**src/rtl/uart_tx_fifo.sv**
```systemverilog
// uart_tx_fifo: memory-mapped UART transmitter with a byte FIFO feeding an 8N1 serializer.
// Ports:
//   clk      core clock
//   rst      asynchronous active-high reset
//   wEn      byte write strobe, sampled on rising clk
//   data     byte to transmit, valid with wEn
//   txd      serial line, idles high
//   full     FIFO holds FIFO_DEPTH entries
//   busy     FIFO non-empty or serializer active
//   count    current FIFO occupancy
//   overflow sticky flag, set when a write is dropped because the FIFO was full
module uart_tx_fifo #(
    parameter int CLKS_PER_BIT = 16,
    parameter int FIFO_DEPTH   = 8
) (
    input  logic                          clk,
    input  logic                          rst,
    input  logic                          wEn,
    input  logic [7:0]                    data,
    output logic                          txd,
    output logic                          full,
    output logic                          busy,
    output logic [$clog2(FIFO_DEPTH):0]   count,
    output logic                          overflow
);
    localparam int AW = $clog2(FIFO_DEPTH);
    localparam int BW = $clog2(CLKS_PER_BIT);

    typedef enum logic [1:0] {IDLE, START, DATA, STOP} stateT;

    logic [7:0]    mem [FIFO_DEPTH];
    logic [AW:0]   wrPtr, rdPtr;
    logic          push, pop, baudLast;
    logic [7:0]    head, shiftReg, shiftNext;
    logic [BW-1:0] baudCnt, baudNext;
    logic [2:0]    bitIdx, bitNext;
    stateT         state, stateNext;

    // Pointers carry an extra wrap bit, so the difference is the occupancy.
    assign count    = wrPtr - rdPtr;
    assign full     = count == (AW + 1)'(FIFO_DEPTH);
    assign push     = wEn && !full;
    assign head     = mem[rdPtr[AW-1:0]];
    assign baudLast = baudCnt == BW'(CLKS_PER_BIT - 1);
    assign busy     = count != '0 || state != IDLE;
    // Decoded straight from state so an asynchronous reset idles the line at once.
    assign txd      = state == START ? 1'b0 : state == DATA ? shiftReg[0] : 1'b1;

    always_ff @(posedge clk) begin
        if (push) mem[wrPtr[AW-1:0]] <= data;
    end

    always_ff @(posedge clk or posedge rst) begin
        if (rst) begin
            wrPtr    <= '0;
            rdPtr    <= '0;
            overflow <= 1'b0;
            state    <= IDLE;
            baudCnt  <= '0;
            bitIdx   <= '0;
            shiftReg <= '0;
        end else begin
            if (push) wrPtr <= wrPtr + 1'b1;
            if (pop) rdPtr <= rdPtr + 1'b1;
            if (wEn && full) overflow <= 1'b1;
            state    <= stateNext;
            baudCnt  <= baudNext;
            bitIdx   <= bitNext;
            shiftReg <= shiftNext;
        end
    end

    always_comb begin
        stateNext = state;
        pop       = 1'b0;
        baudNext  = baudLast ? '0 : baudCnt + 1'b1;
        bitNext   = bitIdx;
        shiftNext = shiftReg;
        case (state)
            IDLE: begin
                baudNext = '0;
                if (count != '0) begin
                    pop       = 1'b1;
                    shiftNext = head;
                    stateNext = START;
                end
            end
            START: begin
                if (baudLast) begin
                    stateNext = DATA;
                    bitNext   = '0;
                end
            end
            DATA: begin
                if (baudLast) begin
                    shiftNext = shiftReg >> 1;
                    bitNext   = bitIdx + 1'b1;
                    if (bitIdx == 3'd7) stateNext = STOP;
                end
            end
            default: begin
                // Chain straight into the next start bit when more data is waiting.
                if (baudLast) begin
                    if (count != '0) begin
                        pop       = 1'b1;
                        shiftNext = head;
                        stateNext = START;
                    end else begin
                        stateNext = IDLE;
                    end
                end
            end
        endcase
    end
endmodule

```
**config.mk**
```make
export PLATFORM = sky130hd
export DESIGN_NAME = uart_tx_fifo
export DESIGN_NICKNAME = d
export VERILOG_FILES = /design/src/rtl/uart_tx_fifo.sv
export SDC_FILE = /design/constraint.sdc
export NUM_CORES = 1
export LEC_CHECK = 0
export CORE_ASPECT_RATIO = 0.8
export CORE_MARGIN = 2
export CORE_UTILIZATION = 25
export DETAILED_ROUTE_END_ITERATION = 16
export PLACE_DENSITY = 0.45
export SLEW_MARGIN = 20
export SYNTH_ARGS = -nofsm -noshare
export SYNTH_HDL_FRONTEND = slang
export SYNTH_SLANG_ARGS = --single-unit
```
**constraint.sdc**
```tcl
create_clock -name clk -period 6.5 [get_ports clk]
set_input_delay 0.975 -clock clk [delete_from_list [all_inputs] [get_ports clk]]
set_output_delay 0.975 -clock clk [all_outputs]
set_load 0.01 [all_outputs]
```
==> deck_impl_summary.md, run 1 <==
Synthesis and Place & Route Summary

Run status
  – Status: complete, no violations

Routing
  – DR iter-0 viols: 94
  – Post-route ant nets: 0

Global route
  – Global-route track usage on met1: 13.6%
  – Global route hottest layer: met2
  – Largest net degree at the start of global routing: 27
  – First-pass GRT wire length: 12.4 mm

Synth
  – Yosys aoi share: 6.33%
  – Top logic family: multiplexers

STA
  – Setup Total Neg Slack: 0 ps
  – Unrepaired setup endpoints after global routing: false
  – Final Hold Viols: 0

Pwr
  – Reg power frac: 37.6%
  – Seq pwr: 873 uW
  – Comb pwr share: 41.4%
  – Clock share of power: 21.0%
  – Comb group: 961 uW

Final layout
  – Most numerous logic cells after layout: 64 x edfxtp_1, 26 x dfrtp_1, 18 x clkdlybuf4s50_1
  – Most numerous logic cell after layout: edfxtp_1
  – Register Area: 0.00257 mm2
  – NumNets Final: 293

Critical path
  – Crit Path Max Fanout: 13
  – Highest-delay cell along the critical path: dfrtp_1

Clock network
  – CTS tree: yes

Floorplan
  – Core ar.: 0.0156 mm2
## run 1: logic make-up after synthesis
group,Yosys count
AND-OR/OR-AND,32
buffers and inverters,24
AND/OR/NAND/NOR,43
multiplexers,34
XOR/XNOR,9
flip-flops,90
adder cells (fa/ha/maj),13
## run 1: layout make-up
class	count	share of cell area, %
clock buffer	9	4.77
clock inverter	7	1.11
inverter	14	1.11
multi-input combinational	131	28.3
sequential	90	54.4
tap	215	5.69
timing repair buffer	23	4.61
## run 1: path summary, 6_finish.rpt
path	to	slack, ps
setup / recovery	busy	2320
hold / removal	overflow	460
setup reg to reg	mem[3][1]	3070
hold reg to reg	overflow	460
max in group asynchronous	shiftReg[4]	5090
min in group asynchronous	baudCnt[0]	1020
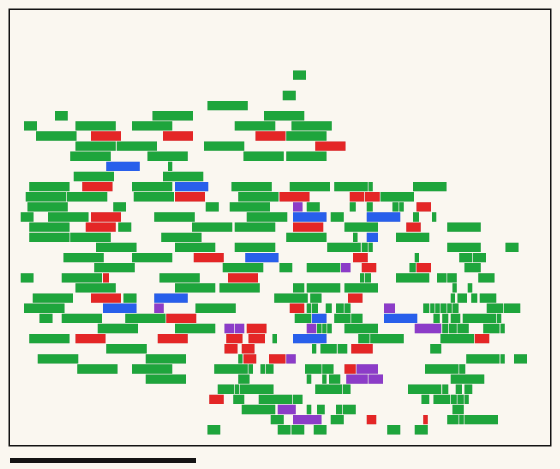
run_1/sizing.png
The bar under the picture is 50 um long.
- x1 and smaller: green (cells 210; most used edfxtp_1)
- x6 and larger: blue (cells 11; most used clkbuf_16)
- x2: red (cells 39; most used mux4_2)
- x3 and x4: purple (cells 14; most used buf_4)

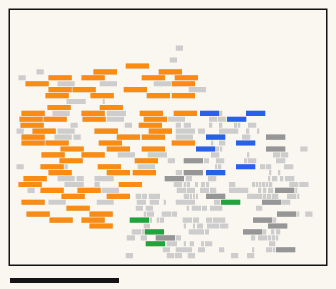
run_1/ff_map.png
The bar under the picture is 50 um long. Other sequential cells in the stronger grey, the rest of the logic in the fainter grey.
- `shiftReg`: blue (placed flops 8)
- `mem`: orange (placed flops 64)
- `wrPtr`: green (placed flops 4; where bottom middle)

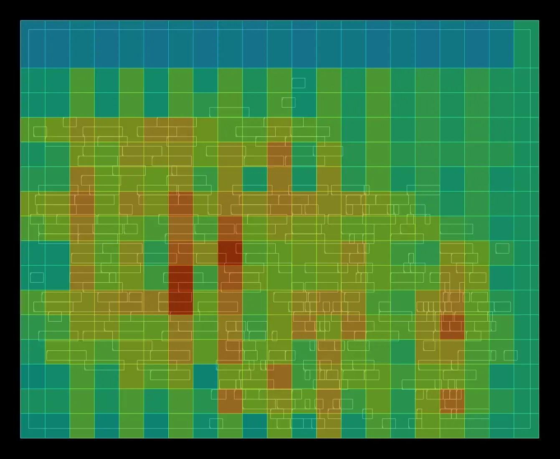
run_1/congestion_map.png
routed len/inst: 16.2 um
GR Util met3: 2.95%

==> run 1 -> run 2 <==
clock period = 4.1 ns   (was 6.5 ns; I/O delays follow)
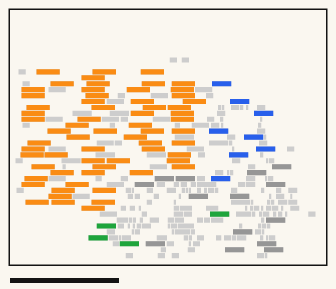
run_2/ff_map.png
The bar under the picture is 50 um long. Other sequential cells in the stronger grey, the rest of the logic in the fainter grey.
- `mem`: orange (placed flops 64)
- `wrPtr`: green (placed flops 4)
- `shiftReg`: blue (placed flops 8; where right middle)

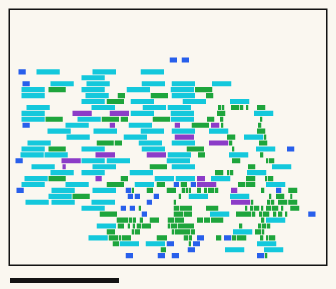
run_2/class_map.png
The bar under the picture is 50 um long.
- remaining logic cells: green (cells 145)
- remaining buffers and delay cells: blue (cells 29)
- registers: cyan (cells 90)
- clock drivers and dummy loads: purple (cells 16)

==> deck_impl_summary.md, run 2 <==
Synthesis and Place & Route Summary

Run status
  – Status: complete, no violations (unchanged)

Critical path
  – Crit Path Max Fanout: 8 (was 13)
  – R2r setup slk: 1200 ps (was 3070 ps)
  – R2r endpoint: mem[7][0] (was mem[3][1])
  – Highest-delay cell along the critical path: clkdlybuf4s50_1 (was dfrtp_1)

Routing
  – Routed len/inst: 15.4 um (was 16.2 um)
  – Post-route ant nets: 0 (unchanged)
  – DR iter-0 viols: 144 (was 94)

Final layout
  – Top class by area: registers (unchanged)
  – Flip-flops: 90 (unchanged)
  – Nonclk inv count: 14 (unchanged)
  – Nonclk buf count: 29 (was 23)
  – Register Area: 0.00257 mm2 (unchanged)
  – Most numerous logic cell after layout: edfxtp_1 (unchanged)
  – Most numerous logic cells after layout: 64 x edfxtp_1, 26 x dfrtp_1, 18 x clkdlybuf4s50_1 (unchanged)
  – Buffer share of cell area: 5.52% (was 4.61%)
  – Clock Buffer Count: 9 (unchanged)
  – MI comb cells: 131 (unchanged)

Pwr
  – Seq pwr: 1.34 mW (was 873 uW)
  – Reg power frac: 36.3% (was 37.6%)
  – Comb pwr share: 42.5% (was 41.4%)

Global route
  – Global route hottest layer: met2 (unchanged)
  – Global-route track usage on met1: 12.5% (was 13.6%)

STA
  – Unrepaired setup endpoints after global routing: false (unchanged)
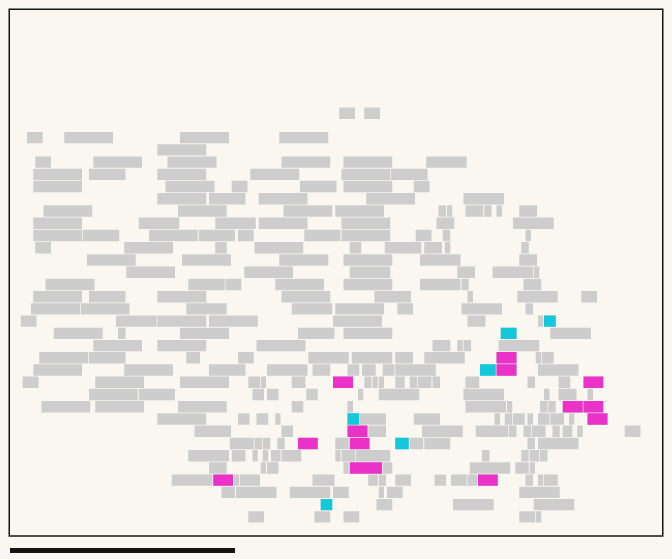
run_2/gates.png
The bar under the picture is 50 um long.
- non-inverting ao/oa cells: cyan (cells 6)
- fa/ha/maj cells: magenta (cells 13; most used ha_1)

[run 2: cell counts after synthesis]
Identical to the previous run, type by type.
[run 2: through the flow]
stage	util, %	hold WS (ps)	worst slack, ps	std cells
after floorplan	-	460	704	245
after global routing	30.4	486	392	495
final	30.4	456	509	495
after detailed placement	28.6	444	874	479
after global placement	28.6	438	904	479
after CTS	30.4	459	508	495
[run 2: worst max path at each step]
stage,end,depth (start not counted),from
final,busy,9,wrPtr[0]
after global routing,busy,9,wrPtr[0]
after CTS,busy,9,wrPtr[0]
after detailed placement,busy,9,wrPtr[0]
after global placement,busy,9,wrPtr[0]
after floorplan,mem[0][0],9,rdPtr[1]
[run 2: cell families after synthesis]
family	synth area share, %
buf+inv	2.52
xor+xnor	2.17
compound gates	6.33
flops	64.7
mux	13.9
simple gates	6.04
fa+ha+maj	4.28
No activity file was given, so power comes from the tool's default toggle rates.
